===== src/rtl/reg_enable_sequencer_if.sv =====
`default_nettype none
// ============================================================================
// Module   : reg_enable_sequencer_if
// Purpose  : Byte-strobe / register-enable bundle between PS/2 receiver,
//            sequencer and capture-register consumer.
// Revision : 1.0 - initial release
// ============================================================================
interface reg_enable_sequencer_if #(
    parameter int NUM_REGS = 4
);
    localparam int SW = (NUM_REGS > 1) ? $clog2(NUM_REGS) : 1;

    logic                byte_valid;
    logic                frame_ack;
    logic [NUM_REGS-1:0] reg_en;
    logic [SW-1:0]       slot;
    logic                active;
    logic                frame_done;
    logic                timeout;
    logic                overrun;

    modport master (
        output byte_valid,
        output frame_ack,
        input  reg_en,
        input  slot,
        input  active,
        input  frame_done,
        input  timeout,
        input  overrun
    );

    modport slave (
        input  byte_valid,
        input  frame_ack,
        output reg_en,
        output slot,
        output active,
        output frame_done,
        output timeout,
        output overrun
    );
endinterface
`default_nettype wire


===== src/rtl/reg_enable_sequencer.sv =====
`default_nettype none
// ============================================================================
// Module   : reg_enable_sequencer
// Purpose  : Counts PS/2 byte strobes into NUM_REGS one-hot register enables,
//            holds the completed frame until acknowledged, aborts on timeout.
// Revision : 1.0 - initial release
// ============================================================================
module reg_enable_sequencer #(
    parameter int NUM_REGS       = 4,
    parameter int TIMEOUT_CYCLES = 50000
) (
    input  wire logic              clk,
    input  wire logic              rst_n,
    reg_enable_sequencer_if.slave  bus
);
    localparam int SW = (NUM_REGS > 1) ? $clog2(NUM_REGS) : 1;
    localparam int TW = (TIMEOUT_CYCLES > 1) ? $clog2(TIMEOUT_CYCLES) + 1 : 1;

    localparam bit                  TO_EN     = (TIMEOUT_CYCLES != 0);
    localparam bit                  SINGLE    = (NUM_REGS == 1);
    localparam logic [TW-1:0]       TMR_LAST  = TW'((TIMEOUT_CYCLES > 0) ? TIMEOUT_CYCLES - 1 : 0);
    localparam logic [SW-1:0]       SLOT_LAST = SW'(NUM_REGS - 1);
    localparam logic [SW-1:0]       SLOT_ONE  = SW'(1);
    localparam logic [NUM_REGS-1:0] EN_FIRST  = NUM_REGS'(1);

    typedef enum logic [1:0] {
        IDLE    = 2'd0,
        COLLECT = 2'd1,
        DONE    = 2'd2
    } state_t;

    state_t              state_q, state_d;
    logic [SW-1:0]       slot_q, slot_d;
    logic [TW-1:0]       timer_q, timer_d;
    logic [NUM_REGS-1:0] reg_en_q, reg_en_d;
    logic                active_q, active_d;
    logic                frame_done_q, frame_done_d;
    logic                timeout_q, timeout_d;
    logic                overrun_q, overrun_d;

    always_ff @(posedge clk or negedge rst_n) begin
        if (!rst_n) begin
            state_q      <= IDLE;
            slot_q       <= '0;
            timer_q      <= '0;
            reg_en_q     <= '0;
            active_q     <= 1'b0;
            frame_done_q <= 1'b0;
            timeout_q    <= 1'b0;
            overrun_q    <= 1'b0;
        end else begin
            state_q      <= state_d;
            slot_q       <= slot_d;
            timer_q      <= timer_d;
            reg_en_q     <= reg_en_d;
            active_q     <= active_d;
            frame_done_q <= frame_done_d;
            timeout_q    <= timeout_d;
            overrun_q    <= overrun_d;
        end
    end

    always_comb begin
        state_d      = state_q;
        slot_d       = slot_q;
        timer_d      = timer_q;
        reg_en_d     = '0;
        frame_done_d = 1'b0;
        timeout_d    = 1'b0;
        overrun_d    = overrun_q;

        case (state_q)
            IDLE: begin
                if (bus.byte_valid) begin
                    reg_en_d = EN_FIRST;
                    if (SINGLE) begin
                        frame_done_d = 1'b1;
                        slot_d       = '0;
                        state_d      = DONE;
                    end else begin
                        slot_d  = SLOT_ONE;
                        timer_d = '0;
                        state_d = COLLECT;
                    end
                end
            end

            COLLECT: begin
                if (bus.byte_valid) begin
                    // A byte arriving on the expiry cycle still belongs to the frame.
                    reg_en_d = EN_FIRST << slot_q;
                    timer_d  = '0;
                    if (slot_q == SLOT_LAST) begin
                        frame_done_d = 1'b1;
                        slot_d       = '0;
                        state_d      = DONE;
                    end else begin
                        slot_d = slot_q + SLOT_ONE;
                    end
                end else if (TO_EN) begin
                    if (timer_q == TMR_LAST) begin
                        timeout_d = 1'b1;
                        slot_d    = '0;
                        timer_d   = '0;
                        state_d   = IDLE;
                    end else if (timer_q != '1) begin
                        timer_d = timer_q + TW'(1);
                    end
                end
            end

            DONE: begin
                if (bus.frame_ack) begin
                    overrun_d = 1'b0;
                    if (bus.byte_valid) begin
                        // Ack and byte together: the byte opens the next frame.
                        reg_en_d = EN_FIRST;
                        if (SINGLE) begin
                            frame_done_d = 1'b1;
                            slot_d       = '0;
                            state_d      = DONE;
                        end else begin
                            slot_d  = SLOT_ONE;
                            timer_d = '0;
                            state_d = COLLECT;
                        end
                    end else begin
                        state_d = IDLE;
                    end
                end else if (bus.byte_valid) begin
                    overrun_d = 1'b1;
                end
            end

            default: begin
                state_d = IDLE;
                slot_d  = '0;
                timer_d = '0;
            end
        endcase

        active_d = (state_d == DONE);
    end

    assign bus.reg_en     = reg_en_q;
    assign bus.slot       = slot_q;
    assign bus.active     = active_q;
    assign bus.frame_done = frame_done_q;
    assign bus.timeout    = timeout_q;
    assign bus.overrun    = overrun_q;

endmodule
`default_nettype wire


===== src/flat_wrapper.sv =====
// flat-port wrapper written by rule: the top's interface ports become plain ports
module reg_enable_sequencer_flat 
#(
    parameter int NUM_REGS       = 4,
    parameter int TIMEOUT_CYCLES = 50000
)
  (clk, rst_n, bus_byte_valid, bus_frame_ack, bus_reg_en, bus_slot, bus_active, bus_frame_done, bus_timeout, bus_overrun);
  reg_enable_sequencer_if #(.NUM_REGS(NUM_REGS)) bus_i ();
  input  wire logic clk;
  input  wire logic rst_n;
  input wire logic [$bits(bus_i.byte_valid)-1:0] bus_byte_valid;
  input wire logic [$bits(bus_i.frame_ack)-1:0] bus_frame_ack;
  output wire logic [$bits(bus_i.reg_en)-1:0] bus_reg_en;
  output wire logic [$bits(bus_i.slot)-1:0] bus_slot;
  output wire logic [$bits(bus_i.active)-1:0] bus_active;
  output wire logic [$bits(bus_i.frame_done)-1:0] bus_frame_done;
  output wire logic [$bits(bus_i.timeout)-1:0] bus_timeout;
  output wire logic [$bits(bus_i.overrun)-1:0] bus_overrun;
  assign bus_i.byte_valid = bus_byte_valid;
  assign bus_i.frame_ack = bus_frame_ack;
  assign bus_reg_en = bus_i.reg_en;
  assign bus_slot = bus_i.slot;
  assign bus_active = bus_i.active;
  assign bus_frame_done = bus_i.frame_done;
  assign bus_timeout = bus_i.timeout;
  assign bus_overrun = bus_i.overrun;
  reg_enable_sequencer #(.NUM_REGS(NUM_REGS), .TIMEOUT_CYCLES(TIMEOUT_CYCLES)) u_core (.clk(clk), .rst_n(rst_n), .bus(bus_i));
endmodule

===== config.mk =====
export PLATFORM = sky130hd
export DESIGN_NAME = reg_enable_sequencer_flat
export DESIGN_NICKNAME = d
export VERILOG_FILES = /design/src/rtl/reg_enable_sequencer_if.sv /design/src/rtl/reg_enable_sequencer.sv /design/src/flat_wrapper.sv
export SDC_FILE = /design/constraint.sdc
export NUM_CORES = 1
export LEC_CHECK = 0
export CORE_MARGIN = 2
export CORE_UTILIZATION = 56
export CTS_CLUSTER_DIAMETER = 30
export DETAILED_ROUTE_END_ITERATION = 10
export PLACE_DENSITY_LB_ADDON = 0.3
export REMOVE_ABC_BUFFERS = 1
export SYNTH_ARGS = -nofsm -noshare
export SYNTH_HDL_FRONTEND = slang
export SYNTH_SLANG_ARGS = --single-unit

===== constraint.sdc =====
create_clock -name clk -period 2.5 [get_ports clk]
set_input_delay 0.25 -clock clk [delete_from_list [all_inputs] [get_ports clk]]
set_output_delay 0.25 -clock clk [all_outputs]
set_load 0.1 [all_outputs]

==> results_dict.tcl <==
# metrics dict for downstream scripts
set metrics [dict create \
    status "completed" \
    num-fill-cells 193 \
    grt_pass1_vias 1203 \
    viasPerCell 6.15 \
    synthesis.area_mm2 0.00149 \
    reg2reg_from "u_core.timer_q[12]$_DFFE_PN0P_" \
    period_used_share 0.930 \
    setup-violations-final 0 \
    endpoint_kind "register" \
    routed_wl_um 3120 \
    dp_hpwl_um 2170 \
    power_mw 1.57 \
    crit_type "reg2reg" \
    p_leak_nw 0.801 \
    vdd_drop_max_uv 785 \
    grt_max_degree 30 \
    cts_tree "built" \
    clock-root-buffer "clkbuf_4" \
    fin_ws_ps 174 \
    clkSinkCount 29 \
    most-common-layout-cells "29 x dfrtp_1, 14 x buf_4, 12 x nor2_1" \
    grt_pass1_wl_um 5280 \
    htree_levels 2 \
    die-area_mm2 0.00308 \
    yosys_warnings 0 \
    pre_cts_slack_ps 232 \
    crit_fanout 7 \
    fin_skew_ps 18.4 \
    area_leaders "dfrtp_1 49%, ha_1 5.1%, a21oi_1 3.7%" \
    drcViolationCount 0 \
    drt_pre_antenna_iters 4 \
    cts_buffer_depth 2 \
    top_area_frac 0.489 \
    vias 1236 \
    p_per_area_mw_per_mm2 906 \
    areaGrowthSynthToFinish_pct 16.8 \
    rsz0062_at_grt "no" \
    initCoreUtil 0.594 \
    wl_per_cell_um 15.5 \
    tightest_slew_ps 541 \
    clk_latency_ps 340 \
    yosys.area.top_type "dfrtp_1" \
    max_freq_mhz 430 \
    crit_required_ps 2720 \
    maxSlewHeadroom 0.639 \
    cts_buffers 5 \
    min_period_ps 2330 \
    dieHeight_um 55.5 \
    ys_async_sr_fraction 1.00 \
    lay_top_count "dfrtp_1" \
    drtIter0Drc 47 \
    core.rowCount 18 \
    seq_area_um2 726 \
    numSynthFlops 29 \
    antenna_found_initial 0 \
    warnings 28 \
]
[state kept, by name, indices dropped and copies added (netlist names)]
signal and cells:
u_core.timer_q 17, u_core.state_q 2, u_core.bus.slot 2, u_core.bus.frame_done 1, u_core.bus.overrun 1, u_core.bus.reg_en 4
u_core.bus.active 1, u_core.bus.timeout 1
[report_power, final]
group / total (mW) / internal (mW) / switching [mW] / leakage, nW
clock: 0.395 / 0.239 / 0.157 / 0.0455
sequential: 0.581 / 0.527 / 0.0546 / 0.393
combinational: 0.594 / 0.143 / 0.450 / 0.362
[stage by stage]
step	utilization	hold WS [ps]	cells	cell area [µm²]
3_3_place_gp	0.658	507	193	1640
6_report	0.694	285	201	1730
3_5_place_dp	0.658	523	193	1640
2_1_floorplan	-	-45.6	146	1470
5_1_grt	0.694	301	201	1730
4_1_cts	0.692	291	201	1730
[layout make-up]
type,instances,share of cell area
Timing Repair Buffer,17,0.0779
Clock buffer,7,0.0317
Clock inverter,1,0.0173
Tap cell,30,0.0216
Sequential cell,29,0.418
Inverter,5,0.0108
Multi-Input combinational cell,112,0.422
[kinds of logic after synthesis]
group / synth area share
and+or+nand+nor: 0.255
DFF: 0.489
AOI/OAI and AO/OA: 0.129
xor gates and xnor gates: 0.0472
buffers and inverters: 0.0219
adders and majority gates: 0.0505
muxes: 0.00758
[layer usage]
metal | up-vias | routed length, µm
li1 | 575 | -
met1 | 594 | 1330
met2 | 56 | 1510
met3 | 11 | 199
met4 | 0 | 86
met5 | - | 0
[Yosys cell counts, drive strengths merged (2+ instances only)]
cell,n
dfrtp,29
nor2,13
a21oi,12
nand2,11
nand3,7
and3,6
ha,6
inv,5
nor3,5
nor4,5
xor2,5
and2,4
nand4,4
nor2b,4
o21ai,4
nor3b,3
xnor2,3
a221o,2
a22o,2
buf,2
nand2b,2
or2,2
[worst max path at each step]
stage / startpoint / to / slack (ps) / cells past startpoint
2_1_floorplan: u_core.timer_q[8]$_DFFE_PN0P_ / u_core.timer_q[14]$_DFFE_PN0P_ / 330 / 8
3_3_place_gp: u_core.timer_q[10]$_DFFE_PN0P_ / u_core.timer_q[14]$_DFFE_PN0P_ / 290 / 7
3_5_place_dp: u_core.timer_q[12]$_DFFE_PN0P_ / u_core.timer_q[7]$_DFFE_PN0P_ / 230 / 9
4_1_cts: u_core.timer_q[12]$_DFFE_PN0P_ / u_core.timer_q[7]$_DFFE_PN0P_ / 210 / 9
5_1_grt: u_core.timer_q[6]$_DFFE_PN0P_ / u_core.timer_q[5]$_DFFE_PN0P_ / 90 / 10
6_report: u_core.timer_q[12]$_DFFE_PN0P_ / u_core.timer_q[14]$_DFFE_PN0P_ / 170 / 7
[worst max-delay path: stages (launching register included)]
cell     delay [ps]
dfrtp_1         430
and3_1          230
nand2_1         130
nor3_1           70
ha_1            250
or3_1           520
o311a_1         330
a221o_1         260
[timing repair]
item                       4_1_cts  5_1_grt
hold endpoints to repair         0        0
setup endpoints to repair        0        2
gates resized                    0        1
setup buffers                    0        0
Track usage over the die:
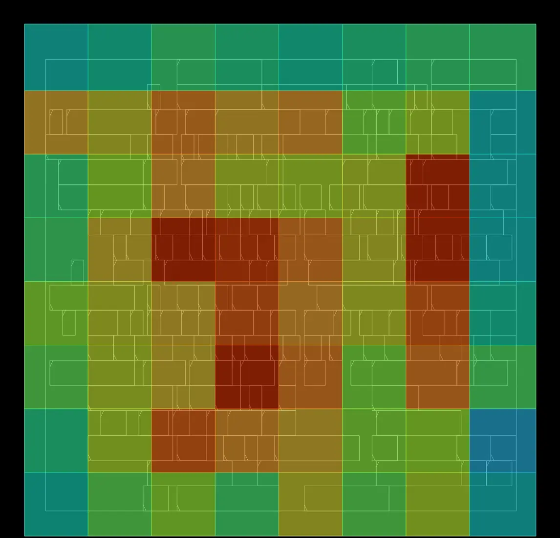
met2 Use GR: 0.347
busiest metal layer after global routing: met2
met1 usage: 0.266
GRT Resource Usage Total: 0.225

I/O nets highlighted:
Drawn at 4 px/µm.
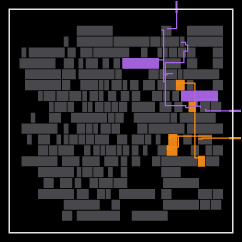
Orange shows bus_frame_ack, bits 1, direction input, edge right, end cells 5, buffers 1, wire 51.9 µm. Purple shows bus_slot, bits 2, direction output, edge 1 right, 1 top, end cells 2, buffers 2, wire 70.7 µm.
Port Buf Inserts: 13
I/O pins: 14

Placement density heat map:
Drawn at 6 px/µm. The die is cut into 11 by 11 equal tiles; dark blue is low, red is high, 0 to 100% covered.
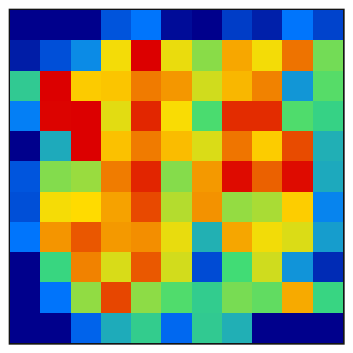
The mean over all tiles is 55%. 35% of the tiles are over 75% full. 9.9% of the tiles are nearly empty. The fullest tile reaches 100%. The densest ninth of the die: center.

Power figures rest on the tool's default switching activity, not on a simulated workload.
